===== config.mk =====
export PLATFORM = sky130hd
export DESIGN_NAME = rx_header_filter
export DESIGN_NICKNAME = d
export VERILOG_FILES = /design/src/rtl/rx_header_filter.sv
export SDC_FILE = /design/constraint.sdc
export NUM_CORES = 1
export LEC_CHECK = 0
export CORE_AREA = 2 2 125 157
export DETAILED_ROUTE_END_ITERATION = 12
export DIE_AREA = 0 0 127 159
export GPL_TIMING_DRIVEN = 0
export PLACE_DENSITY_LB_ADDON = 0.15
export SLEW_MARGIN = 10
export SYNTH_ARGS = -nofsm -noshare
export SYNTH_HDL_FRONTEND = slang
export SYNTH_SLANG_ARGS = --single-unit

===== constraint.sdc =====
create_clock -name rx_clk -period 2.5 [get_ports rx_clk]
set_input_delay 0.25 -clock rx_clk [delete_from_list [all_inputs] [get_ports rx_clk]]
set_output_delay 0.25 -clock rx_clk [all_outputs]
set_load 0.1 [all_outputs]

===== src/rtl/rx_header_filter.sv =====
// rx_header_filter
// Ethernet RX header filter. Consumes de-preambled, CRC-stripped frame bytes
// and accepts a frame only if all of these hold:
//   - its destination is MAC_ADDR or broadcast;
//   - its EtherType matches ETHERTYPE;
//   - it carries at least one payload byte.
// Accepted payload bytes are forwarded at a fixed latency of 2 cycles, with
// start/end markers. The 16-bit frame ID of each accepted frame is captured,
// and accepted/dropped frames are counted with saturating counters.
//
// Optional build macro: RX_PROMISC_EN. When it is defined, the destination
// MAC is not checked. The EtherType and runt checks still apply.
//
// Ports:
//   rx_clk         in   byte clock, rising edge
//   rst            in   synchronous active-high reset
//   rx_data[7:0]   in   frame byte (byte 0 = first destination-MAC byte)
//   rx_en          in   byte valid, contiguous per frame
//   pl_data[7:0]   out  payload byte (holds its value while pl_en is low)
//   pl_en          out  payload byte valid
//   pl_sof         out  first payload byte marker
//   pl_eof         out  last payload byte marker
//   frame_id[15:0] out  ID of the last accepted frame (big-endian)
//   id_valid       out  1-cycle pulse when frame_id updates
//   frames_ok      out  accepted-frame count, saturating
//   frames_dropped out  rejected-frame count, saturating
module rx_header_filter #(
  parameter logic [47:0] MAC_ADDR  = 48'h000A35000102,
  parameter logic [15:0] ETHERTYPE = 16'h0800,
  parameter int unsigned HDR_LEN   = 42,
  parameter int unsigned ID_OFFSET = 25
) (
  input  logic        rx_clk,
  input  logic        rst,
  input  logic [7:0]  rx_data,
  input  logic        rx_en,
  output logic [7:0]  pl_data,
  output logic        pl_en,
  output logic        pl_sof,
  output logic        pl_eof,
  output logic [15:0] frame_id,
  output logic        id_valid,
  output logic [15:0] frames_ok,
  output logic [15:0] frames_dropped
);

`ifdef RX_PROMISC_EN
  localparam logic PROMISC = 1'b1;
`else
  localparam logic PROMISC = 1'b0;
`endif

  localparam logic [10:0] HDR_LAST = 11'(HDR_LEN - 1);
  localparam logic [10:0] HDR_IDX  = 11'(HDR_LEN);
  localparam logic [10:0] ID_HI    = 11'(ID_OFFSET);
  localparam logic [10:0] ID_LO    = 11'(ID_OFFSET + 1);

  typedef enum logic [1:0] {
    S_IDLE    = 2'd0,
    S_HDR     = 2'd1,
    S_PAYLOAD = 2'd2,
    S_DROP    = 2'd3
  } state_t;

  // Station-address byte for header index 0..5, MSB first on the wire.
  function automatic logic [7:0] mac_byte(input logic [10:0] idx);
    case (idx)
      11'd0:   return MAC_ADDR[47:40];
      11'd1:   return MAC_ADDR[39:32];
      11'd2:   return MAC_ADDR[31:24];
      11'd3:   return MAC_ADDR[23:16];
      11'd4:   return MAC_ADDR[15:8];
      11'd5:   return MAC_ADDR[7:0];
      default: return 8'h00;
    endcase
  endfunction

  state_t      state_q, state_d;
  logic        en_prev_q, en_prev_d;
  logic [10:0] cnt_q, cnt_d;
  logic        mac_mm_q, mac_mm_d;
  logic        bc_mm_q, bc_mm_d;
  logic        type_mm_q, type_mm_d;
  logic [15:0] id_shadow_q, id_shadow_d;
  logic [7:0]  hold_data_q, hold_data_d;
  logic        hold_vld_q, hold_vld_d;
  logic        hold_sof_q, hold_sof_d;
  logic [7:0]  pl_data_q, pl_data_d;
  logic        pl_en_q, pl_en_d;
  logic        pl_sof_q, pl_sof_d;
  logic        pl_eof_q, pl_eof_d;
  logic [15:0] frame_id_q, frame_id_d;
  logic        id_valid_q, id_valid_d;
  logic [15:0] frames_ok_q, frames_ok_d;
  logic [15:0] frames_dropped_q, frames_dropped_d;

  logic        frame_start_s;
  logic        in_frame_s;
  logic [10:0] idx_s;
  logic        reject_s;
  logic        accept_s;
  logic        drop_s;
  logic        pay_byte_s;

  // Byte position tracking: index of the current byte and the saturating byte count.
  always_comb begin
    frame_start_s = rx_en & ~en_prev_q;
    // Bytes seen in IDLE without a frame start are the tail of a frame cut by reset.
    in_frame_s    = rx_en & (frame_start_s | (state_q != S_IDLE));
    idx_s         = frame_start_s ? 11'd0 : cnt_q;
    en_prev_d     = rx_en;
    if (in_frame_s) begin
      cnt_d = (idx_s == 11'h7FF) ? idx_s : idx_s + 11'd1;
    end else if (!rx_en) begin
      cnt_d = 11'd0;
    end else begin
      cnt_d = cnt_q;
    end
  end

  // Sticky per-frame header mismatch flags, including the byte being consumed now.
  always_comb begin
    mac_mm_d  = (frame_start_s ? 1'b0 : mac_mm_q)
              | (in_frame_s & (idx_s < 11'd6) & (rx_data != mac_byte(idx_s)));
    bc_mm_d   = (frame_start_s ? 1'b0 : bc_mm_q)
              | (in_frame_s & (idx_s < 11'd6) & (rx_data != 8'hFF));
    type_mm_d = (frame_start_s ? 1'b0 : type_mm_q)
              | (in_frame_s & (idx_s == 11'd12) & (rx_data != ETHERTYPE[15:8]))
              | (in_frame_s & (idx_s == 11'd13) & (rx_data != ETHERTYPE[7:0]));
    reject_s  = (mac_mm_d & bc_mm_d & ~PROMISC) | type_mm_d;
  end

  // FSM next-state logic.
  always_comb begin
    state_d = state_q;
    case (state_q)
      S_IDLE:    state_d = frame_start_s ? S_HDR : S_IDLE;
      S_HDR: begin
        if (!rx_en) begin
          state_d = S_IDLE;
        end else if (idx_s == HDR_LAST) begin
          state_d = reject_s ? S_DROP : S_PAYLOAD;
        end else begin
          state_d = S_HDR;
        end
      end
      S_PAYLOAD: state_d = rx_en ? S_PAYLOAD : S_IDLE;
      S_DROP:    state_d = rx_en ? S_DROP : S_IDLE;
      default:   state_d = S_IDLE;
    endcase
  end

  // FSM outputs: frame verdict events and payload-byte strobe.
  always_comb begin
    accept_s   = 1'b0;
    drop_s     = 1'b0;
    pay_byte_s = 1'b0;
    case (state_q)
      S_IDLE:    drop_s = 1'b0;
      S_HDR:     drop_s = ~rx_en;
      S_PAYLOAD: begin
        pay_byte_s = rx_en;
        // A frame ending right after its last header byte has no payload: a runt.
        accept_s   = ~rx_en & (cnt_q > HDR_IDX);
        drop_s     = ~rx_en & (cnt_q <= HDR_IDX);
      end
      S_DROP:    drop_s = ~rx_en;
      default:   drop_s = 1'b0;
    endcase
  end

  // Payload pipeline, ID capture and counters.
  always_comb begin
    hold_vld_d  = pay_byte_s;
    hold_data_d = pay_byte_s ? rx_data : hold_data_q;
    hold_sof_d  = pay_byte_s & (cnt_q == HDR_IDX);
    pl_en_d     = hold_vld_q;
    pl_data_d   = hold_vld_q ? hold_data_q : pl_data_q;
    pl_sof_d    = hold_vld_q & hold_sof_q;
    // The held byte is the last one when rx_en dropped right after it.
    pl_eof_d    = hold_vld_q & ~rx_en;

    if (in_frame_s && (idx_s == ID_HI)) begin
      id_shadow_d = {rx_data, id_shadow_q[7:0]};
    end else if (in_frame_s && (idx_s == ID_LO)) begin
      id_shadow_d = {id_shadow_q[15:8], rx_data};
    end else begin
      id_shadow_d = id_shadow_q;
    end

    frame_id_d       = accept_s ? id_shadow_q : frame_id_q;
    id_valid_d       = accept_s;
    frames_ok_d      = (accept_s && (frames_ok_q != 16'hFFFF)) ?
                       frames_ok_q + 16'd1 : frames_ok_q;
    frames_dropped_d = (drop_s && (frames_dropped_q != 16'hFFFF)) ?
                       frames_dropped_q + 16'd1 : frames_dropped_q;
  end

  // State register for all flops; en_prev resets high to ignore an in-progress frame.
  always_ff @(posedge rx_clk) begin
    if (rst) begin
      state_q          <= S_IDLE;
      en_prev_q        <= 1'b1;
      cnt_q            <= 11'd0;
      mac_mm_q         <= 1'b0;
      bc_mm_q          <= 1'b0;
      type_mm_q        <= 1'b0;
      id_shadow_q      <= 16'h0000;
      hold_data_q      <= 8'h00;
      hold_vld_q       <= 1'b0;
      hold_sof_q       <= 1'b0;
      pl_data_q        <= 8'h00;
      pl_en_q          <= 1'b0;
      pl_sof_q         <= 1'b0;
      pl_eof_q         <= 1'b0;
      frame_id_q       <= 16'h0000;
      id_valid_q       <= 1'b0;
      frames_ok_q      <= 16'h0000;
      frames_dropped_q <= 16'h0000;
    end else begin
      state_q          <= state_d;
      en_prev_q        <= en_prev_d;
      cnt_q            <= cnt_d;
      mac_mm_q         <= mac_mm_d;
      bc_mm_q          <= bc_mm_d;
      type_mm_q        <= type_mm_d;
      id_shadow_q      <= id_shadow_d;
      hold_data_q      <= hold_data_d;
      hold_vld_q       <= hold_vld_d;
      hold_sof_q       <= hold_sof_d;
      pl_data_q        <= pl_data_d;
      pl_en_q          <= pl_en_d;
      pl_sof_q         <= pl_sof_d;
      pl_eof_q         <= pl_eof_d;
      frame_id_q       <= frame_id_d;
      id_valid_q       <= id_valid_d;
      frames_ok_q      <= frames_ok_d;
      frames_dropped_q <= frames_dropped_d;
    end
  end

  assign pl_data        = pl_data_q;
  assign pl_en          = pl_en_q;
  assign pl_sof         = pl_sof_q;
  assign pl_eof         = pl_eof_q;
  assign frame_id       = frame_id_q;
  assign id_valid       = id_valid_q;
  assign frames_ok      = frames_ok_q;
  assign frames_dropped = frames_dropped_q;

endmodule


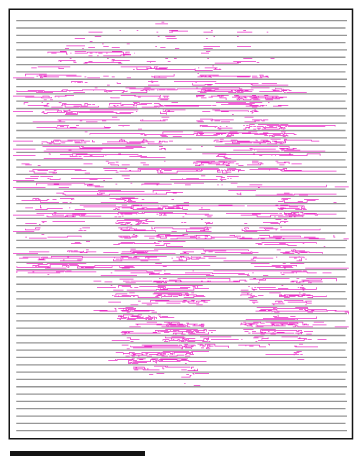
Fig. 1. Metal 1.
Bar = 50 µm. Supply wires on this layer in grey.
- main direction: horizontal
- longest straight run: 42.8 µm

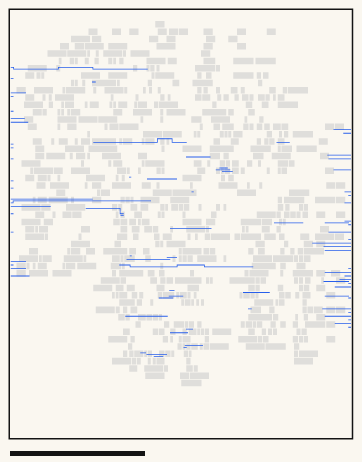
Fig. 2. Met3 routing.
Bar = 50 µm.
- wire length on this layer: 603 µm
- nets with wire on the layer: 71

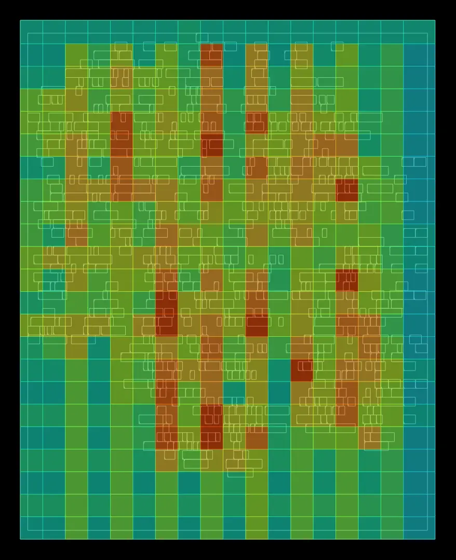
Fig. 3. Routing congestion map.
most used routing layer: met2
GRT Util Overall: 13.3%
Util after Layout: 32.0%

==> impl_metrics.toml <==
# physical design summary
[global_route]
grt_pass1_vias = 4243
grt_start_max_net_pins = 21
grt_pass1_wl_um = 21900

[clocking]
cts_root_buf = "clkbuf_16"
cts_tree = "done"

[synth]
synth.avg_cell_area_um2 = 8.53
synthDistinctLibCells = 52
top_cell = "dfxtp_1"
yosysWarnings = 0
synth_area_um2 = 4610
syn_inst = 540
synth-area-yosys_um2 = 4610
synthTopCellsByArea = "dfxtp_1 (45%), mux2i_1 (7.4%), a21oi_1 (5.4%)"
top_area_cell = "dfxtp_1"

[placed_design]
pre_cts_ws_ns = -0.0575
gp_congestion = 0.806

[final_layout]
drive_gt1_share_pct = 9.79
syn_to_final_growth_pct = 29.4
inverters = 10
sh_comb_area_pct = 40.1
seq_area_share_pct = 35.0

[sta]
finalClockPeriodUsage_pct = 93.9
fin_skew_ns = 0.0108
slew_violations = 0
fin_ws_ns = 0.153
hold_violations = 0

[critical_path]
required_ns = 2.78
worstPathArrival_ns = 2.63
reg2regPathDepth = 6
path_class = "reg -> reg"
reg2reg_to = "frames_dropped[14]"
path_cells = "or4_4 -> a2111oi_4 -> o221ai_4 -> buf_4 -> or4_1 -> a21oi_1"

[floorplan]
initial_core_util_pct = 24.7
rows = 56
pin_count = 71

[route]
drc = 0
drt_wl_total_um = 13200
drtAntennaViolNets = 0

[pwr]
p_per_area_nw_per_um2 = 552

[job]
maxCapViolations = 0

[worst_hold_path]
min_path_type = "in -> reg"

[status]
status = "complete, no violations"
## worst min-delay path by stage
stage                       from               to  slack [ns]  depth (start not counted)
CTS                   rx_data[3]  id_shadow_q[11]        0.37                          3
global placement       type_mm_q        type_mm_q        0.44                          2
floorplan             rx_data[0]   hold_data_q[0]        0.39                          2
finish                rx_data[3]  id_shadow_q[11]        0.37                          3
global route          rx_data[3]   hold_data_q[3]        0.40                          3
detailed placement  frame_id[12]     frame_id[12]        0.45                          2
## per-stage QoR
stage	utilization, %	cell area, µm²
floorplan	-	4630
global placement	30.0	5590
detailed placement	30.0	5590
CTS	31.8	5930
global route	32.0	5960
finish	32.0	5960
## cells by family (layout without fill, tap and decap cells)
group	after synthesis	count (layout)	share of synthesized area (%)
and+or+nand+nor	232	232	25.8
AOI/OAI and AO/OA	112	112	15.1
DFF	103	103	44.8
buffers and inverters	46	129	4.18
muxes	38	38	8.37
xor gates and xnor gates	7	7	1.33
adders and majority gates	2	2	0.543
## layer usage
metal	global-route usage (%)	vias to the layer above	share of wire, %
li1	-	2094	-
met1	17.5	2040	48
met2	21.5	112	46
met3	3.13	15	4.6
met4	3.85	0	1.4
met5	0	-	0
## cell usage in the layout (no fill, tap or decap), drive strengths merged, types with 2 or more instances in the layout
master	netlist	routed
nand2b	3	3
o21a	2	2
a32oi	2	2
o2111ai	2	2
buf	12	11
clkdlybuf4s50	0	67
ha	2	2
and2	12	12
nor2b	5	5
clkbuf	24	34
o31ai	10	10
and4	3	3
nand4bb	2	2
or4	13	13
o21ai	23	23
xnor2	3	3
o211ai	4	4
a31oi	4	4
mux2	4	4
and3	8	8
nor4	9	9
or2	2	2
nand2	58	58
dfxtp	103	103
nor2	56	56
inv	10	14
nor3	8	8
a21oi	50	50
a211oi	4	4
xor2	4	4
nand3b	4	4
nand3	16	16
mux2i	34	34
or3	16	16
nand4	14	14
## sequential cells by signal, summed over array words and instances (netlist names)
name	count
bc_mm_q	1
cnt_q	11
en_prev_q	1
frame_id	16
frames_dropped	16
frames_ok	16
hold_data_q	8
hold_sof_q	1
hold_vld_q	1
id_shadow_q	16
id_valid	1
mac_mm_q	1
pl_data	8
pl_en	1
pl_eof	1
pl_sof	1
state_q	2
type_mm_q	1
## worst register-to-register path, stage by stage (launching register included)
cell and delay [ns]:
dfxtp_2 0.36, or4_4 0.59, a2111oi_4 0.39, o221ai_4 0.21, buf_4 0.19, or4_1 0.39, a21oi_1 0.15
## power by group
| group | internal (mW) | leakage, nW | switching, mW |
|---|---|---|---|
| combinational | 0.0351 | 1.09 | 0.0875 |
| clock | 0.811 | 0.155 | 0.713 |
| sequential | 1.64 | 0.841 | 0.00298 |
## what timing repair did
item	in CTS	in global routing
pin swaps	0	3
gates resized	3	10
setup buffers	0	1
hold endpoints to repair	0	0
setup endpoints to repair	23	59
Power is estimated from default activity; no workload was simulated.
